==> src/rtl/seven_seg_scanner_n.sv <==
// Multiplexed seven-segment display driver: free-running prescaler, rotating active-low anode,
// registered hex-decoded segments. Optional SCAN_BLANK_EN inserts one dark cycle at each slot start.
module seven_seg_scanner_n #(
  parameter int unsigned DIGITS   = 4,
  parameter int unsigned PRESCALE = 100000,
  localparam int unsigned IDX_W   = (DIGITS > 2) ? $clog2(DIGITS) : 1,
  localparam int unsigned PW      = $clog2(PRESCALE)
) (
  input  logic                  clk,
  input  logic                  Reset,
  input  logic [4*DIGITS-1:0]   values,
  input  logic [DIGITS-1:0]     digit_en,
  input  logic [DIGITS-1:0]     dp,
  output logic [DIGITS-1:0]     anode,
  output logic [6:0]            cathode,
  output logic                  dp_n,
  output logic [IDX_W-1:0]      digit_idx
);

`ifdef SCAN_BLANK_EN
  localparam bit BLANK_ON_TICK = 1'b1;
`else
  localparam bit BLANK_ON_TICK = 1'b0;
`endif

  localparam logic [PW-1:0]    PRESC_LAST = PW'(PRESCALE - 1);
  localparam logic [IDX_W-1:0] IDX_LAST   = IDX_W'(DIGITS - 1);

  logic [PW-1:0]     presc_q, presc_d;
  logic [IDX_W-1:0]  idx_q, idx_d;
  logic [DIGITS-1:0] anode_q, anode_d;
  logic [6:0]        cathode_q, cathode_d;
  logic              dp_n_q, dp_n_d;
  logic              tick_c;
  logic [3:0]        nibble_c;

  function automatic logic [6:0] hex_to_seg(input logic [3:0] h);
    case (h)
      4'h0: hex_to_seg = 7'b1000000;
      4'h1: hex_to_seg = 7'b1111001;
      4'h2: hex_to_seg = 7'b0100100;
      4'h3: hex_to_seg = 7'b0110000;
      4'h4: hex_to_seg = 7'b0011001;
      4'h5: hex_to_seg = 7'b0010010;
      4'h6: hex_to_seg = 7'b0000010;
      4'h7: hex_to_seg = 7'b1111000;
      4'h8: hex_to_seg = 7'b0000000;
      4'h9: hex_to_seg = 7'b0010000;
      4'hA: hex_to_seg = 7'b0001000;
      4'hB: hex_to_seg = 7'b0000011;
      4'hC: hex_to_seg = 7'b1000110;
      4'hD: hex_to_seg = 7'b0100001;
      4'hE: hex_to_seg = 7'b0000110;
      default: hex_to_seg = 7'b0001110;
    endcase
  endfunction

  // Slot timing and next digit index; outputs decode from the next index so they track it.
  always_comb begin
    presc_d   = presc_q + 1'b1;
    idx_d     = idx_q;
    anode_d   = '1;
    cathode_d = 7'h7F;
    dp_n_d    = 1'b1;
    tick_c    = (presc_q == PRESC_LAST);
    if (tick_c) begin
      presc_d = '0;
      idx_d   = (idx_q == IDX_LAST) ? '0 : idx_q + 1'b1;
    end
    nibble_c = values[{idx_d, 2'b00} +: 4];
    if (digit_en[idx_d] && !(BLANK_ON_TICK && tick_c)) begin
      anode_d[idx_d] = 1'b0;
      cathode_d      = hex_to_seg(nibble_c);
      dp_n_d         = ~dp[idx_d];
    end
  end

  always_ff @(posedge clk or posedge Reset) begin
    if (Reset) begin
      presc_q   <= '0;
      idx_q     <= '0;
      anode_q   <= ~DIGITS'(1);
      cathode_q <= 7'h7F;
      dp_n_q    <= 1'b1;
    end else begin
      presc_q   <= presc_d;
      idx_q     <= idx_d;
      anode_q   <= anode_d;
      cathode_q <= cathode_d;
      dp_n_q    <= dp_n_d;
    end
  end

  assign anode     = anode_q;
  assign cathode   = cathode_q;
  assign dp_n      = dp_n_q;
  assign digit_idx = idx_q;

endmodule
==> config.mk <==
export PLATFORM = sky130hd
export DESIGN_NAME = seven_seg_scanner_n
export DESIGN_NICKNAME = d
export VERILOG_FILES = /design/src/rtl/seven_seg_scanner_n.sv
export SDC_FILE = /design/constraint.sdc
export NUM_CORES = 1
export LEC_CHECK = 0
export CAP_MARGIN = 20
export CORE_MARGIN = 4
export CORE_UTILIZATION = 45
export DETAILED_ROUTE_END_ITERATION = 8
export DONT_BUFFER_PORTS = 1
export PLACE_DENSITY = 0.62
export RECOVER_POWER = 100
export SLEW_MARGIN = 30
export SYNTH_ARGS = -nofsm -noshare
export SYNTH_HDL_FRONTEND = slang
export SYNTH_SLANG_ARGS = --single-unit
==> constraint.sdc <==
create_clock -name clk -period 4.1 [get_ports clk]
set_input_delay 1.025 -clock clk [delete_from_list [all_inputs] [get_ports clk]]
set_output_delay 1.025 -clock clk [all_outputs]
set_load 0.05 [all_outputs]
==> flow_summary.toml, run 1 <==
# physical design summary
[synth]
postSynthNetCount = 218
yosys-top-cells-count = "20 x dfrtp_1, 17 x nor2_1, 16 x nand2_1, 13 x nand3_1, 12 x mux2i_1"
syn_area_um2 = 1880
synth-cells-yosys = 184
synth_cells = 184
synth_chip_area_um2 = 1880
synth_warnings = 0
ys_dominant_reg_cell = "dfrtp_1"
post_synth_main_area_contributors = "dfrtp_1 27%, dfstp_2 15%, mux2i_1 6.4%"
ys.flops = 31
xor_area_share_pct = 7.46
aoi_share_pct = 12.0
main_kind_of_combinational_logic_by_area = "simple AND/OR/NAND/NOR gates"
synth-edff-count = 0

[final_layout]
multi_input_comb_cells = 135
seq_area_share_pct = 40.2
fraction_of_standard_cell_area_in_multi_input_logic_pct = 49.7
bufAreaShareNonClock_pct = 0.955
layout_top_cells_excl_fill_tap = "20 x dfrtp_1, 17 x nor2_1, 16 x nand2_1, 13 x nand3_1, 12 x mux2i_1"
final_common_cell = "dfrtp_1"
final-clk-cell-share_pct = 4.08
design_area_um2 = 1960
largest_cell_class_by_area = "multi-input combinational cells"
finalNetCount = 220
num_antenna_cells = 0
fillCellCount = 390

[placed_design]
dp.final_hpwl_um = 2800
placement.cell_area_um2 = 1900

[pwr]
seq_cell_power_mw = 0.344
power_leader = "registers"
total_power_mw = 0.608
comb_power_mw = 0.0439

[die]
floorplan.core_area_um2 = 4030

[worst_setup_path]
worst-endpoint-arrival_ps = 3820
cp_cell_sequence = "or4b_1, nor4_4, buf_4, mux2i_1, mux2_1, inv_1, ha_1, nor4_1, a311oi_1"
criticalPathCategory = "reg -> reg"
worst_path_largest_cell_delay_ps = 600
crit_path_max_fanout = 13
critPathLaunch = "presc_q[5]$_DFF_PP0_"
r2r-start = "presc_q[5]$_DFF_PP0_"

[timing]
tightest_slew_ps = 839
post-route-period-util_pct = 89.2
timing.hold.ws_ps = 483
fin_skew_ps = 6.50
max_clock_freq_mhz = 273
min_period_ps = 3660
timing.setup.tns_ps = 0

[route]
dr.first_iter.drc_count = 65
route.detailed.drc = 0
detail_route.vias_per_cell = 5.76
routed-wl-met3_um = 165

[grt]
globalRoute.totalOverflow = 0
grt_pass1_wl_um = 6360
grt.met1_usage_pct = 18.0
grt_max_degree = 23

[run]
maxCapViolations = 0
tool_warnings = 31

[clock_tree]
clock.latency.late_pin_ps = 270
cts.clk_slew.worst_paths_ps = 60
clock_sinks = 31
cts_post_setup_buffers_inserted = 0
post_cts_resized = 0

[min_path]
timing.hold.worst_endpoint = "presc_q[0]$_DFF_PP0_"
timing.hold.worst.start = "presc_q[0]$_DFF_PP0_"

[run_status]
result_of_the_run = "complete, no violations"
Figure 1. Selected gate families (run 1).
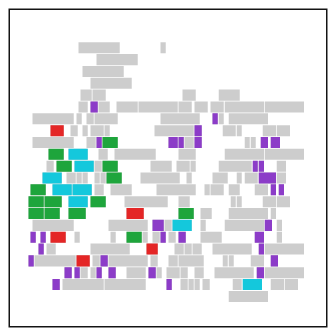
[cyan] fa/ha/maj cells | cells: 8 | most used: ha_1
[purple] nand cells | cells: 34 | most used: nand2_1
[red] non-inverting ao/oa cells | cells: 5
[green] mux cells | cells: 14 | most used: mux2i_1 | where: left middle

Figure 2. Track usage over the die (run 1).
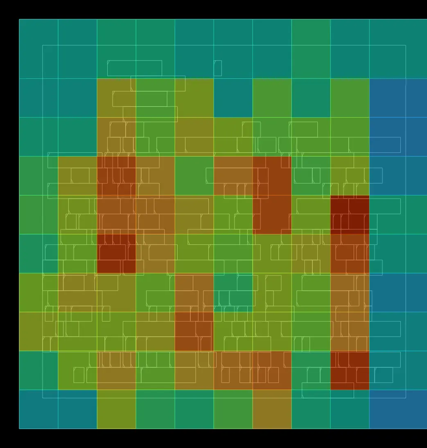
GRT met3 Usage: 5.51%
Finished Core Util: 48.8%
GRT Util Overall: 15.6%
Most Used Layer, Global Route: met2
met2 demand-to-capacity share in global routing: 26.5%

Figure 3. Met3 routing (run 1).
Scale bar: 20 um.
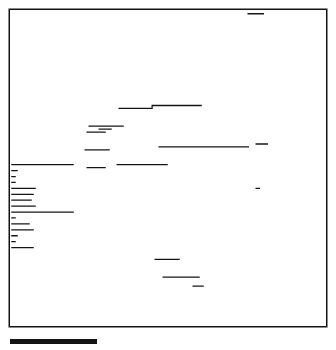
longest straight run: 20.5 um
share of all routed wire: 4.3%

Figure 4. Register map, names as in the netlist (run 1).
Other sequential cells in the stronger gray, the rest of the logic in the fainter gray.
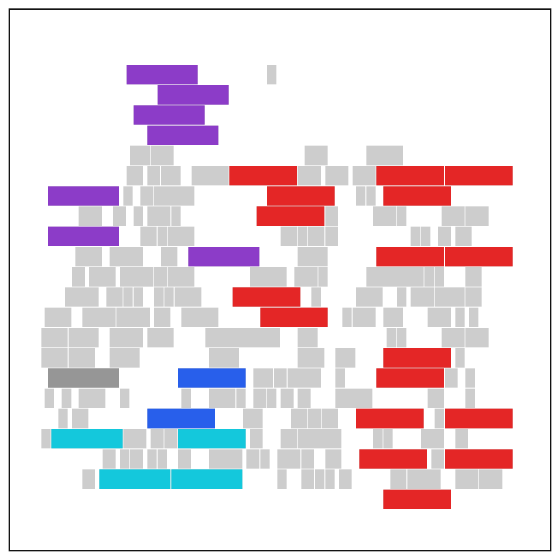
[blue] digit_idx | sequential cells: 2
[purple] cathode | sequential cells: 7
[red] presc_q | sequential cells: 17
[cyan] anode | sequential cells: 4
not colored: 1

Figure 5. M2 wires (run 1).
Cells faint in the background.
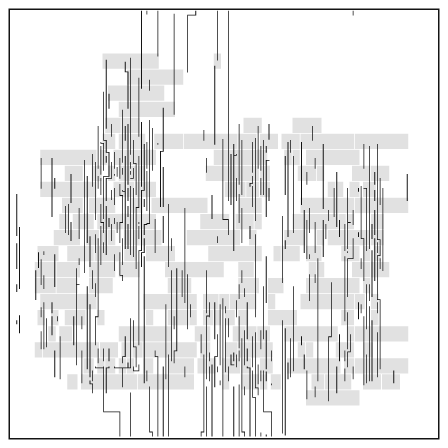

==> inputs of run 2 (changes only) <==
Settings changed: PLACE_DENSITY 0.62 to 0.64.
Clock period 4.1 ns to 3.2 ns, I/O delays scaled along.
Figure 6. M2 wires (run 2).
Cells faint in the background.
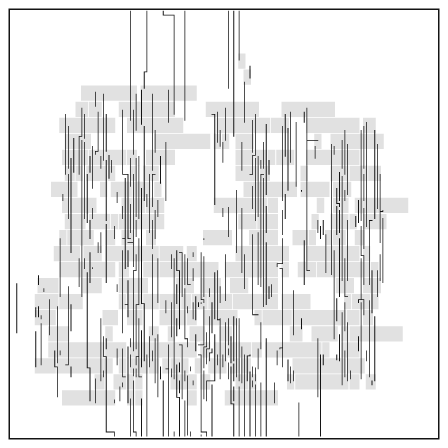
longest straight run: 27.5 um
wire length on this layer: 2090 um
main direction: vertical
nets with wire on the layer: 195
share of all routed wire: 53%
met2 demand-to-capacity share in global routing: 28.7%
DR vias: 1383
wire length reported by the detailed router: 3950 um

Figure 7. Register map, names as in the netlist (run 2).
Other sequential cells in the stronger gray, the rest of the logic in the fainter gray.
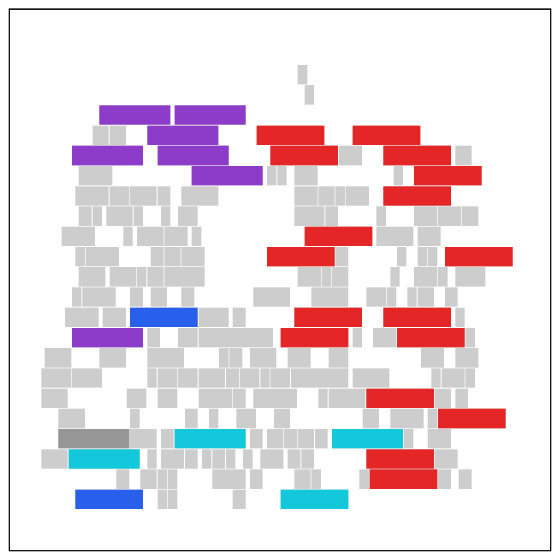
power in sequential cells: 0.440 mW
Storage cell area: 790 um2
Finished Core Util: 50.2%
share of cell area taken by flip-flops and latches: 39.1%

Figure 8. Selected gate families (run 2).
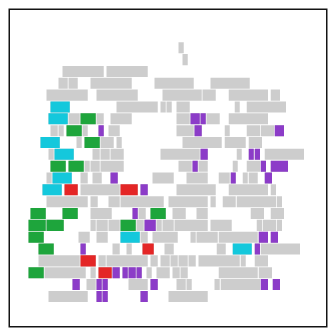
[cyan] fa/ha/maj cells | cells: 8 | most used: ha_1 | where: left middle
[red] non-inverting ao/oa cells | cells: 5
[green] mux cells | cells: 14 | most used: mux2i_1
[purple] nand cells | cells: 34 | most used: nand2_1

==> flow_summary.toml, run 2 <==
# physical design summary
[run_status]
result_of_the_run = "finished, violations left"
violations = "capacitance limit, slew limit"

[grt]
grt_pass1_wl_um = 6600
grt_util_overall_pct = 16.4
globalRoute.totalOverflow = 0
grt_max_degree = 32
via_count_of_the_first_global_routing_pass = 1444
grt.met1_usage_pct = 17.4
met3_usage_pct = 6.47
globalRoute.busiestLayer = "met2"

[final_layout]
final-clk-cell-share_pct = 4.52
layout_top_cells_excl_fill_tap = "20 x dfrtp_1, 17 x nor2_1, 16 x nand2_1, 13 x nand3_1, 12 x mux2i_1"
final_common_cell = "dfrtp_1"
design_area_um2 = 2020
bufAreaShareNonClock_pct = 2.97
finalNetCount = 226
largest_cell_class_by_area = "multi-input combinational cells"
num_antenna_cells = 0
multi_input_comb_cells = 135
fraction_of_standard_cell_area_in_multi_input_logic_pct = 48.5
fillCellCount = 371

[die]
floorplan.core_area_um2 = 4030
ios = 40
nWellTaps = 50

[synth]
synth_cells = 184
ys.flops = 31
main_kind_of_combinational_logic_by_area = "simple AND/OR/NAND/NOR gates"
yosys-top-cells-count = "20 x dfrtp_1, 17 x nor2_1, 16 x nand2_1, 13 x nand3_1, 12 x mux2i_1"
postSynthNetCount = 218
synth_top_cell_by_count = "dfrtp_1"
synth_warnings = 0
ys_seq_share_pct = 42.0
synth-edff-count = 0
syn_area_um2 = 1880
ys_dominant_reg_cell = "dfrtp_1"
synth-cells-yosys = 184
synth_chip_area_um2 = 1880
post_synth_main_area_contributors = "dfrtp_1 27%, dfstp_2 15%, mux2i_1 6.4%"
aoi_share_pct = 12.0

[timing]
min_period_ps = 3000
fin_skew_ps = 5.45
max_clock_freq_mhz = 333
timing.hold.ws_ps = 486
post-route-period-util_pct = 93.8
tightest_slew_ps = 1670
slew_viol_final = 32
timing.setup.tns_ps = 0

[route]
route.detailed.drc = 0
routed-wl-met3_um = 187
detail_route.vias_per_cell = 5.69
detail_route.wirelength.met1_um = 1580
dr.first_iter.drc_count = 64

[worst_setup_path]
worst_path_largest_cell_delay_ps = 550
path_depth = 11
r2r-start = "presc_q[11]$_DFF_PP0_"
worst-endpoint-arrival_ps = 3210
cp_cell_sequence = "or4b_4, nor4_4, mux2i_1, inv_2, mux2i_1, mux2_2, inv_1, ha_1, inv_1, nor3_1, a211o_1"
criticalPathCategory = "reg -> reg"
critical-path-slowest-cell = "or4b_4"
rr_worst_depth = 11
crit_path_max_fanout = 7
critPathLaunch = "presc_q[11]$_DFF_PP0_"

[pwr]
comb_power_mw = 0.0561
pwr.group.clock_mw = 0.313
power-per-cell-area_nw_per_um2 = 400
power_leader = "registers"
total_power_mw = 0.809

[clock_tree]
cts.clk_slew.worst_paths_ps = 70
clock_sinks = 31
cts_post_setup_buffers_inserted = 0
post_cts_resized = 0
clock.latency.late_pin_ps = 280
clock_path_buffers = 2

[min_path]
timing.hold.worst.start = "presc_q[0]$_DFF_PP0_"
timing.hold.worst_endpoint = "presc_q[0]$_DFF_PP0_"

[placed_design]
routabilityCongestion = 0.851
preCtsSetupSlack_ps = 146
dp.final_hpwl_um = 3030
placement.cell_area_um2 = 1940

[run]
tool_warnings = 31
maxCapViolations = 1
Figure 9. Met3 routing (run 2).
Scale bar: 20 um.
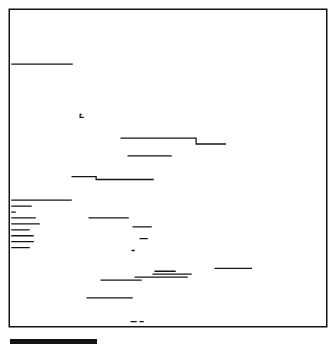

==> inputs of run 3 (changes only) <==
Settings changed: MAX_ROUTING_LAYER from default to met4.
Figure 10. Met3 routing (run 3).
Scale bar: 20 um.
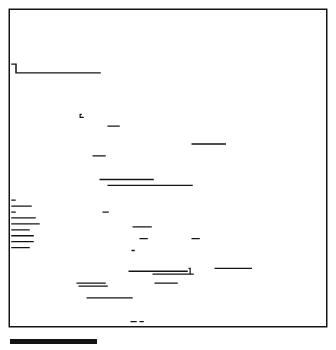
main direction: horizontal
wire length on this layer: 174 um
share of all routed wire: 4.4%
longest straight run: 19.3 um
nets with wire on the layer: 22

Figure 11. Track usage over the die (run 3).
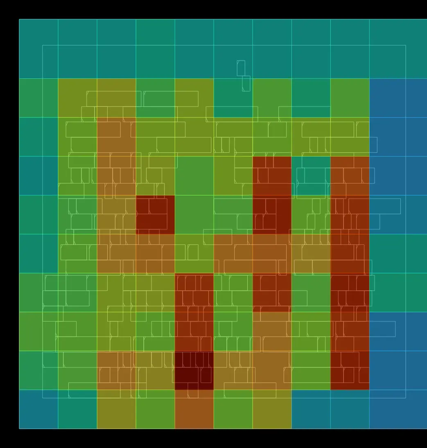
met1 usage: 17.7%
met2 demand-to-capacity share in global routing: 28.6%
GRT Util Overall: 16.7%
post-detailed-route wirelength per cell: 16.3 um
GRT met3 Usage: 4.13%

Figure 12. M2 wires (run 3).
Cells faint in the background.
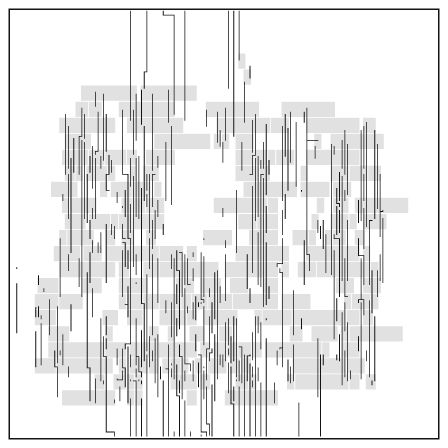
longest straight run: 26.5 um
main direction: vertical
wire length reported by the detailed router: 3950 um
DR vias: 1400

==> flow_summary.toml, run 3 <==
# physical design summary
[pwr]
power-per-cell-area_nw_per_um2 = 401
pwr.group.clock_mw = 0.313
power_leader = "registers"
seq_cell_power_mw = 0.440

[grt]
globalRoute.totalOverflow = 0
grt_max_degree = 32

[worst_setup_path]
critPathLaunch = "presc_q[11]$_DFF_PP0_"
r2r-start = "presc_q[11]$_DFF_PP0_"
worst_path_largest_cell_delay_ps = 550
critical-path-slowest-cell = "or4b_4"
criticalPathCategory = "reg -> reg"
worst-endpoint-arrival_ps = 3220
rr_worst_depth = 11

[synth]
aoi_share_pct = 12.0
ys.flops = 31
ys_seq_share_pct = 42.0
postSynthNetCount = 218
yosys-top-cells-count = "20 x dfrtp_1, 17 x nor2_1, 16 x nand2_1, 13 x nand3_1, 12 x mux2i_1"
main_kind_of_combinational_logic_by_area = "simple AND/OR/NAND/NOR gates"
synth_cells = 184
ys_dominant_reg_cell = "dfrtp_1"
synth_top_cell_by_count = "dfrtp_1"

[run_status]
result_of_the_run = "finished, violations left"
violations = "capacitance limit, slew limit"

[final_layout]
final_common_cell = "dfrtp_1"
final_util_pct = 50.2
area.sequential_um2 = 790
bufAreaShareNonClock_pct = 2.97
finalNetCount = 226
fraction_of_standard_cell_area_in_multi_input_logic_pct = 48.5
largest_cell_class_by_area = "multi-input combinational cells"

[placed_design]
preCtsSetupSlack_ps = 146
placement.cell_area_um2 = 1940

[timing]
timing.setup.tns_ps = 0
timing.hold.ws_ps = 486
slew_viol_final = 32

[clock_tree]
post_cts_resized = 0

[die]
nWellTaps = 50
floorplan.core_area_um2 = 4030

[run]
maxCapViolations = 1

[route]
route.detailed.drc = 0
detail_route.wirelength.met1_um = 1580
detail_route.vias_per_cell = 5.76
routed-wl-met3_um = 174

[min_path]
timing.hold.worst_endpoint = "presc_q[0]$_DFF_PP0_"
No activity file was given, so power comes from the tool's default toggle rates.
